`src/rtl/imem_arb_pkg.sv`:
```
// Shared types and defaults for the instruction-memory arbiter.
// Imported by the top level and by the round-robin grant block.
package imem_arb_pkg;

    localparam int DEPTH_DEF = 64;
    localparam int DW_DEF    = 32;

    typedef enum logic {
        BOOT = 1'b0,
        RUN  = 1'b1
    } arb_state_e;

    typedef enum logic {
        REQ_FETCH = 1'b0,
        REQ_LOAD  = 1'b1
    } req_e;

endpackage

```
`src/rtl/rr_arb2.sv`:
```
// Two-way round-robin grant between fetch and loader.
// en masks the fetch requester so the loader can own memory during boot.
module rr_arb2
    import imem_arb_pkg::*;
(
    input  logic gclk_unused_tie,
    input  logic clk,
    input  logic reset_n,
    input  logic en,
    input  logic f_req,
    input  logic l_req,
    output logic f_gnt,
    output logic l_gnt
);

    req_e last;

    // Under contention the requester that was not served last wins.
    always_comb begin
        f_gnt = en & f_req & (~l_req | (last == REQ_LOAD));
        l_gnt = l_req & ~f_gnt;
    end

    always_ff @(posedge clk or negedge reset_n) begin
        if (!reset_n)
            last <= REQ_LOAD;
        else if (f_gnt)
            last <= REQ_FETCH;
        else if (l_gnt)
            last <= REQ_LOAD;
    end

    logic unused_ok;
    assign unused_ok = gclk_unused_tie;

endmodule

```
`src/rtl/imem_arbiter.sv`:
```
// Instruction-memory arbiter: boot-phase loader ownership, then round-robin
// sharing between fetch and loader with registered one-cycle read data.
module imem_arbiter
    import imem_arb_pkg::*;
#(
    parameter  int DEPTH = DEPTH_DEF,
    parameter  int DW    = DW_DEF,
    localparam int AW    = $clog2(DEPTH)
) (
    input  logic          clk,
    input  logic          reset_n,

    input  logic          f_req,
    input  logic [AW-1:0] f_addr,
    output logic          f_gnt,
    output logic          f_valid,
    output logic [DW-1:0] f_rdata,

    input  logic          l_req,
    input  logic          l_we,
    input  logic [AW-1:0] l_addr,
    input  logic [DW-1:0] l_wdata,
    input  logic          l_done,
    output logic          l_gnt,
    output logic          l_valid,
    output logic [DW-1:0] l_rdata,

    output logic          mem_we,
    output logic [AW-1:0] mem_a,
    output logic [DW-1:0] mem_wd,
    input  logic [DW-1:0] mem_rd,

    output logic          cpu_stall,
    output logic [AW:0]   boot_count
);

    localparam logic [AW:0] BC_MAX = (AW+1)'(DEPTH);

    arb_state_e state, state_nxt;
    logic       boot_wr;

    rr_arb2 u_rr (
        .gclk_unused_tie (1'b0),
        .clk             (clk),
        .reset_n         (reset_n),
        .en              (state == RUN),
        .f_req           (f_req),
        .l_req           (l_req),
        .f_gnt           (f_gnt),
        .l_gnt           (l_gnt)
    );

    assign boot_wr   = (state == BOOT) & l_gnt & l_we;
    assign cpu_stall = (state == BOOT);

    always_ff @(posedge clk or negedge reset_n) begin
        if (!reset_n)
            state <= BOOT;
        else
            state <= state_nxt;
    end

    // l_done and the final write may coincide; either leaves exactly one exit.
    always_comb begin
        state_nxt = state;
        case (state)
            BOOT: if (l_done || (boot_wr && boot_count == BC_MAX - 1'b1))
                      state_nxt = RUN;
            RUN:  state_nxt = RUN;
            default: state_nxt = BOOT;
        endcase
    end

    always_ff @(posedge clk or negedge reset_n) begin
        if (!reset_n)
            boot_count <= '0;
        else if (boot_wr && boot_count != BC_MAX)
            boot_count <= boot_count + 1'b1;
    end

    always_comb begin
        mem_a = '0;
        if (f_gnt)
            mem_a = f_addr;
        else if (l_gnt)
            mem_a = l_addr;
    end

    assign mem_we = l_gnt & l_we;
    assign mem_wd = l_wdata;

    // Read data is captured at the end of the grant cycle; rdata holds otherwise.
    always_ff @(posedge clk or negedge reset_n) begin
        if (!reset_n) begin
            f_valid <= 1'b0;
            l_valid <= 1'b0;
            f_rdata <= '0;
            l_rdata <= '0;
        end else begin
            f_valid <= f_gnt;
            l_valid <= l_gnt & ~l_we;
            if (f_gnt)
                f_rdata <= mem_rd;
            if (l_gnt && !l_we)
                l_rdata <= mem_rd;
        end
    end

endmodule
```
`config.mk`:
```
export PLATFORM = sky130hd
export DESIGN_NAME = imem_arbiter
export DESIGN_NICKNAME = d
export VERILOG_FILES = /design/src/rtl/imem_arb_pkg.sv /design/src/rtl/rr_arb2.sv /design/src/rtl/imem_arbiter.sv
export SDC_FILE = /design/constraint.sdc
export NUM_CORES = 1
export LEC_CHECK = 0
export CAP_MARGIN = 20
export CORE_MARGIN = 1
export CORE_UTILIZATION = 42
export CTS_BUF_LIST = sky130_fd_sc_hd__clkbuf_4 sky130_fd_sc_hd__clkbuf_8
export CTS_CLUSTER_DIAMETER = 80
export DETAILED_ROUTE_END_ITERATION = 10
export PLACE_DENSITY = 0.95
export REMOVE_ABC_BUFFERS = 1
export SYNTH_ARGS = -nofsm -noshare
export SYNTH_HDL_FRONTEND = slang
export SYNTH_SLANG_ARGS = --single-unit
```
`constraint.sdc`:
```
create_clock -name clk -period 3.1 [get_ports clk]
set_input_delay 0.31 -clock clk [delete_from_list [all_inputs] [get_ports clk]]
set_output_delay 0.31 -clock clk [all_outputs]
set_load 0.05 [all_outputs]
```
==> impl_metrics.toml, run 1 <==
# flow metrics
[worst_setup_path]
ff2ff_path_depth = 4
reg2reg_from = "u_rr.last"
cp-end-kind = "output pin"
r2r_setup_slack_ns = 1.34
cp_top_family = "buffers and inverters"
critical_path.slowest_cell = "clkdlybuf4s50_1"
path_depth = 5
worstPathCellList = "clkdlybuf4s50_1, a21oi_4, buf_4, mux2i_1, buf_12"
cp.required_ns = 2.79
worstPathArrival_ns = 2.24
critPathMaxFanout = 12
worst_setup_path_start_kind = "input port"
critPathKind = "input port to output pin"
slowest_delay_ns = 0.69
worstSetupStartpoint = "l_req"
reg2reg_to = "f_rdata[25]"

[power_and_ir_drop]
power.leakage_nw = 2.02
power_clock_w = 0.000681
seq-power_w = 0.00123
power.internal_w = 0.00199
power.total_w = 0.00324
seq_power_share = 0.380
p_clk_frac = 0.210
p_comb_w = 0.00133
powerDensity_nw_per_um2 = 688
comb_power_share = 0.410
max-vdd-ir-drop_mv = 0.443

[synth]
synth_top_area_share = 0.559
synth.avg_cell_area_sq_um = 14.2
mux_share = 0.244
yosysCellCount = 234
ys_sh_adder = 0.00756
yosysMostFrequentCell = "dfrtp_1"
area_leaders = "dfrtp_1 56%, mux2_2 21%, buf_4 7.7%"
ys.flops = 75
postSynthSeqShare = 0.567
simple_gate_area_frac = 0.0446
synth.distinct_cells = 26
top_area_cell = "dfrtp_1"
synth_warnings = 0
compound_area_frac = 0.0125
edf_count = 0
synth-xor-area-share = 0.0132
common_cells = "74 x dfrtp_1, 63 x mux2_2, 34 x buf_4"
yosys_area_sq_um = 3310
synth-main-ff-cell = "dfrtp_1"

[final_timing]
finalSetupViolCount = 0
min_period_ns = 2.55
rsz0062_at_grt = "false"
hold_slack_ns = 0.0903
fin_worst_skew_ns = 0.00903
setup_ws_ns = 0.547
maxSlewViolCount = 0
hold_violations = 0
clock.fmax_ghz = 0.392
fin_crit_sh = 0.824

[run_status]
outcome = "complete, no violations"

[grt]
antenna_found_initial = 0
top_usage_layer = "met2"
grt-ovfl-total = 0
grt_max_degree = 76
grt_pass1_vias = 2369
grtUsageMet3 = 0.118
grt_pass1_wl_um = 12600
grt_use_met1 = 0.233
grt_use_total = 0.204

[routing]
viasPerCell = 4.91
ant_nets = 0
wl_met1_um = 3260
topRoutingLayerUsed = "met5"
dr_total_vias = 2191
wl_met3_um = 960
wl_um = 8200
wl_per_cell_um = 18.4
firstDrtPassIters = 6
first_iter_violations = 31
wl_met2_um = 3810
drc = 0

[clocking]
clock_latency_ns = 0.33
post-cts-setup-buffers = 0
clk_pin_slew_ns = 0.08
numCtsBuffers = 9
htreeDepth = 3
tritoncts = "yes"
cts_hold_buf = 0
clock-root-buffer = "clkbuf_8"
postCtsResizedCells = 0

[cells_and_area]
finalNonFillerCells = 446
comb_share = 0.228
final_area_sq_um = 4710
area_growth_pct = 42.2
final-clk-cell-share = 0.0391
nMultiInputCombCells = 107
num-nonclk-buffers = 135
nNonClkInverters = 11
lay_top_count = "clkdlybuf4s50_1"
top_regs = "f_rdata: 32 flops, l_rdata: 32 flops, boot_count: 7 flops"
final_cell_mix = "122 x clkdlybuf4s50_1, 74 x dfrtp_1, 63 x mux2_2"
ff_count = 75
seq_area_frac = 0.399
nonClkBufAreaFrac = 0.299
dominant_cells = "flip-flops and latches"
num-clock-buffers = 12
ff_latch_area_sq_um = 1880
nNetsFinal = 423
post_route_cells_drive_above_1_share = 0.285
comb_area_sq_um = 1070

[floorplan]
nWellTaps = 102
pin_count = 197
die_y_um = 90.8
fp.coreArea_sq_um = 7690
num_rows = 32
initCoreUtil = 0.431
die_w_um = 90.8

[placed_design]
gp_congestion = 0.766
placed_area_sq_um = 4530
dp_hpwl_um = 6180
numPortBuffers = 132
dp.cells = 430
place_ws_ns = 0.553

[worst_hold_path]
hold_class = "input port to asynchronous set/reset pin"

[flow_run]
cap_violations = 0
tool_warnings = 26
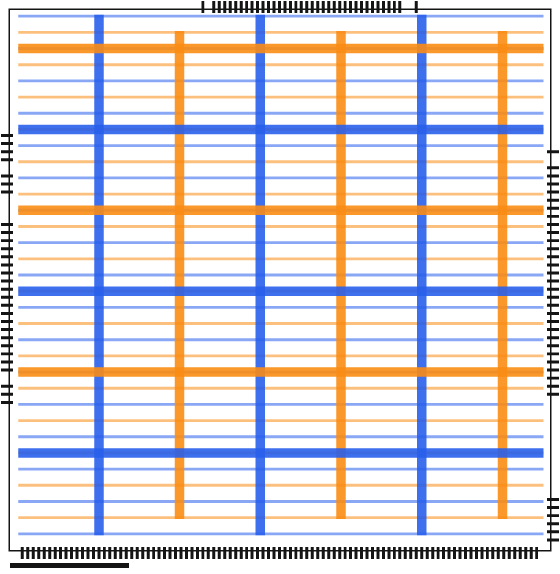
Run 1: floorplan with the power grid
The bar under the picture is 20 um long. Pins as bars on the die edge.
Orange marks VDD. Blue marks VSS.
The core has 32 rows. 197 signal pins sit on the boundary. 6 straps on met5. 6 straps on met4.

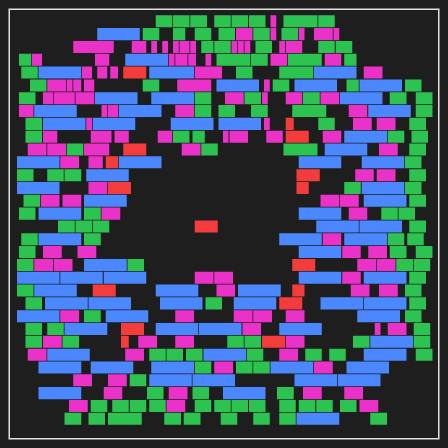
Run 1: cells coloured by class
Blue marks flops, cells 75. Magenta marks combinational and other logic, cells 118. Red marks clock drivers and dummy loads, cells 16. Green marks other buffers and delay cells, cells 135.

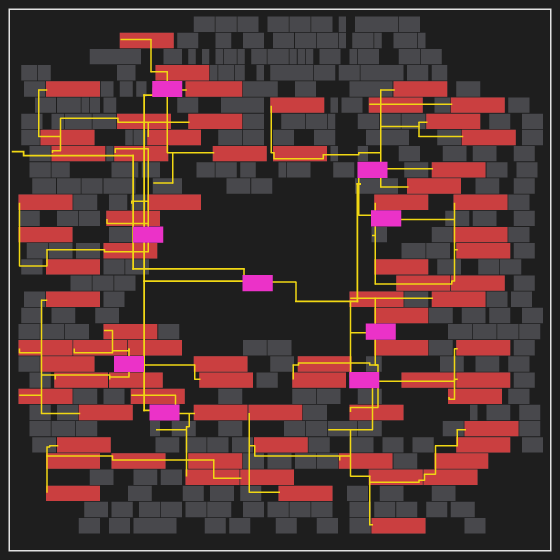
Run 1: clock network drawn from the DEF
Magenta marks clock drivers, count 9. Yellow marks clock wires, length 852 um. Red marks flip-flops, count 75.
There are 10 routed clock nets.

==> inputs of run 2 (changes only) <==
--- a/config.mk
+++ b/config.mk
@@ -7,11 +7,11 @@
 export LEC_CHECK = 0
 export CAP_MARGIN = 20
 export CORE_MARGIN = 1
-export CORE_UTILIZATION = 42
+export CORE_UTILIZATION = 35
 export CTS_BUF_LIST = sky130_fd_sc_hd__clkbuf_4 sky130_fd_sc_hd__clkbuf_8
 export CTS_CLUSTER_DIAMETER = 80
 export DETAILED_ROUTE_END_ITERATION = 10
-export PLACE_DENSITY = 0.95
+export PLACE_DENSITY = 0.85
 export REMOVE_ABC_BUFFERS = 1
 export SYNTH_ARGS = -nofsm -noshare
 export SYNTH_HDL_FRONTEND = slang
==> constraint.sdc (replaced) <==
create_clock -name clk -period 2.2 [get_ports clk]
set_input_delay 0.22 -clock clk [delete_from_list [all_inputs] [get_ports clk]]
set_output_delay 0.22 -clock clk [all_outputs]
set_load 0.05 [all_outputs]
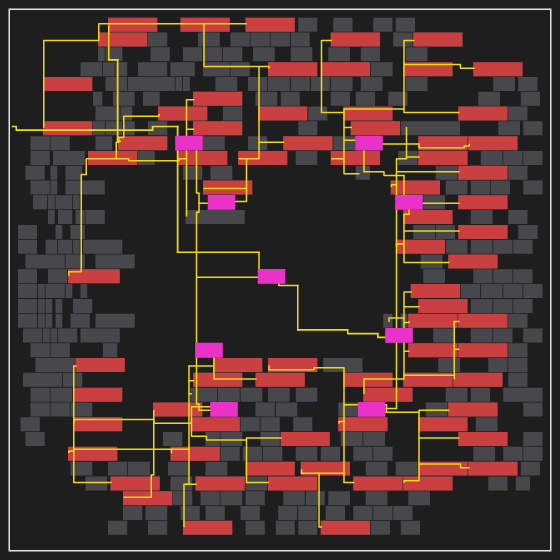
Run 2: clock network drawn from the DEF
Yellow marks clock wires, length 1020 um. Red marks flip-flops, count 75. Magenta marks clock drivers, count 9.
Position of the flops: spread over the die.

==> impl_metrics.toml, run 2 <==
# flow metrics
[cells_and_area]
seq_area_frac = 0.390
ff_count = 75
final_area_sq_um = 4810
num-nonclk-buffers = 137
comb_area_sq_um = 1070
area_growth_pct = 45.3
ff_latch_area_sq_um = 1880
nMultiInputCombCells = 107
lay_top_count = "clkdlybuf4s50_1"

[final_timing]
finalSetupViolCount = 0
rsz0062_at_grt = "false"
hold_slack_ns = 0.354

[synth]
ys.flops = 75
area_leaders = "dfrtp_1 56%, mux2_2 21%, buf_4 7.7%"
compound_area_frac = 0.0125
common_cells = "74 x dfrtp_1, 63 x mux2_2, 34 x buf_4"
synth-xor-area-share = 0.0132
synth_warnings = 0
postSynthSeqShare = 0.567

[floorplan]
nWellTaps = 111
pin_count = 197
fp.coreArea_sq_um = 9200
die_w_um = 99.3
initCoreUtil = 0.360

[worst_setup_path]
worstPathArrival_ns = 1.84
cp-end-kind = "output pin"
ff2ff_path_depth = 4
path_depth = 4
slowest_delay_ns = 0.55
critPathKind = "flip-flop to output pin"
r2r_setup_slack_ns = 0.37
critical_path.slowest_cell = "dfstp_2"
cp_top_family = "buffers and inverters"
worstPathCellList = "inv_1, a21oi_4, buf_4, buf_12"
critPathMaxFanout = 18
reg2reg_from = "u_rr.last"
worst_setup_path_start_kind = "flip-flop"

[clocking]
postCtsResizedCells = 0
numCtsBuffers = 9
cts_hold_buf = 1
htreeDepth = 3
post-cts-setup-buffers = 0

[placed_design]
placed_area_sq_um = 4570
dp.cells = 440
gp_congestion = 0.786

[flow_run]
tool_warnings = 26
cap_violations = 0

[routing]
firstDrtPassIters = 4
wl_um = 8360
viasPerCell = 4.87
topRoutingLayerUsed = "met5"
drc = 0
wl_per_cell_um = 18.3

[power_and_ir_drop]
power.internal_w = 0.00304
comb_power_share = 0.389
seq-power_w = 0.00173
seq_power_share = 0.359
max-vdd-ir-drop_mv = 0.379

[grt]
grtUsageMet3 = 0.108
grt_pass1_wl_um = 12600
antenna_found_initial = 0
grt_pass1_vias = 2349

[run_status]
outcome = "complete, no violations"
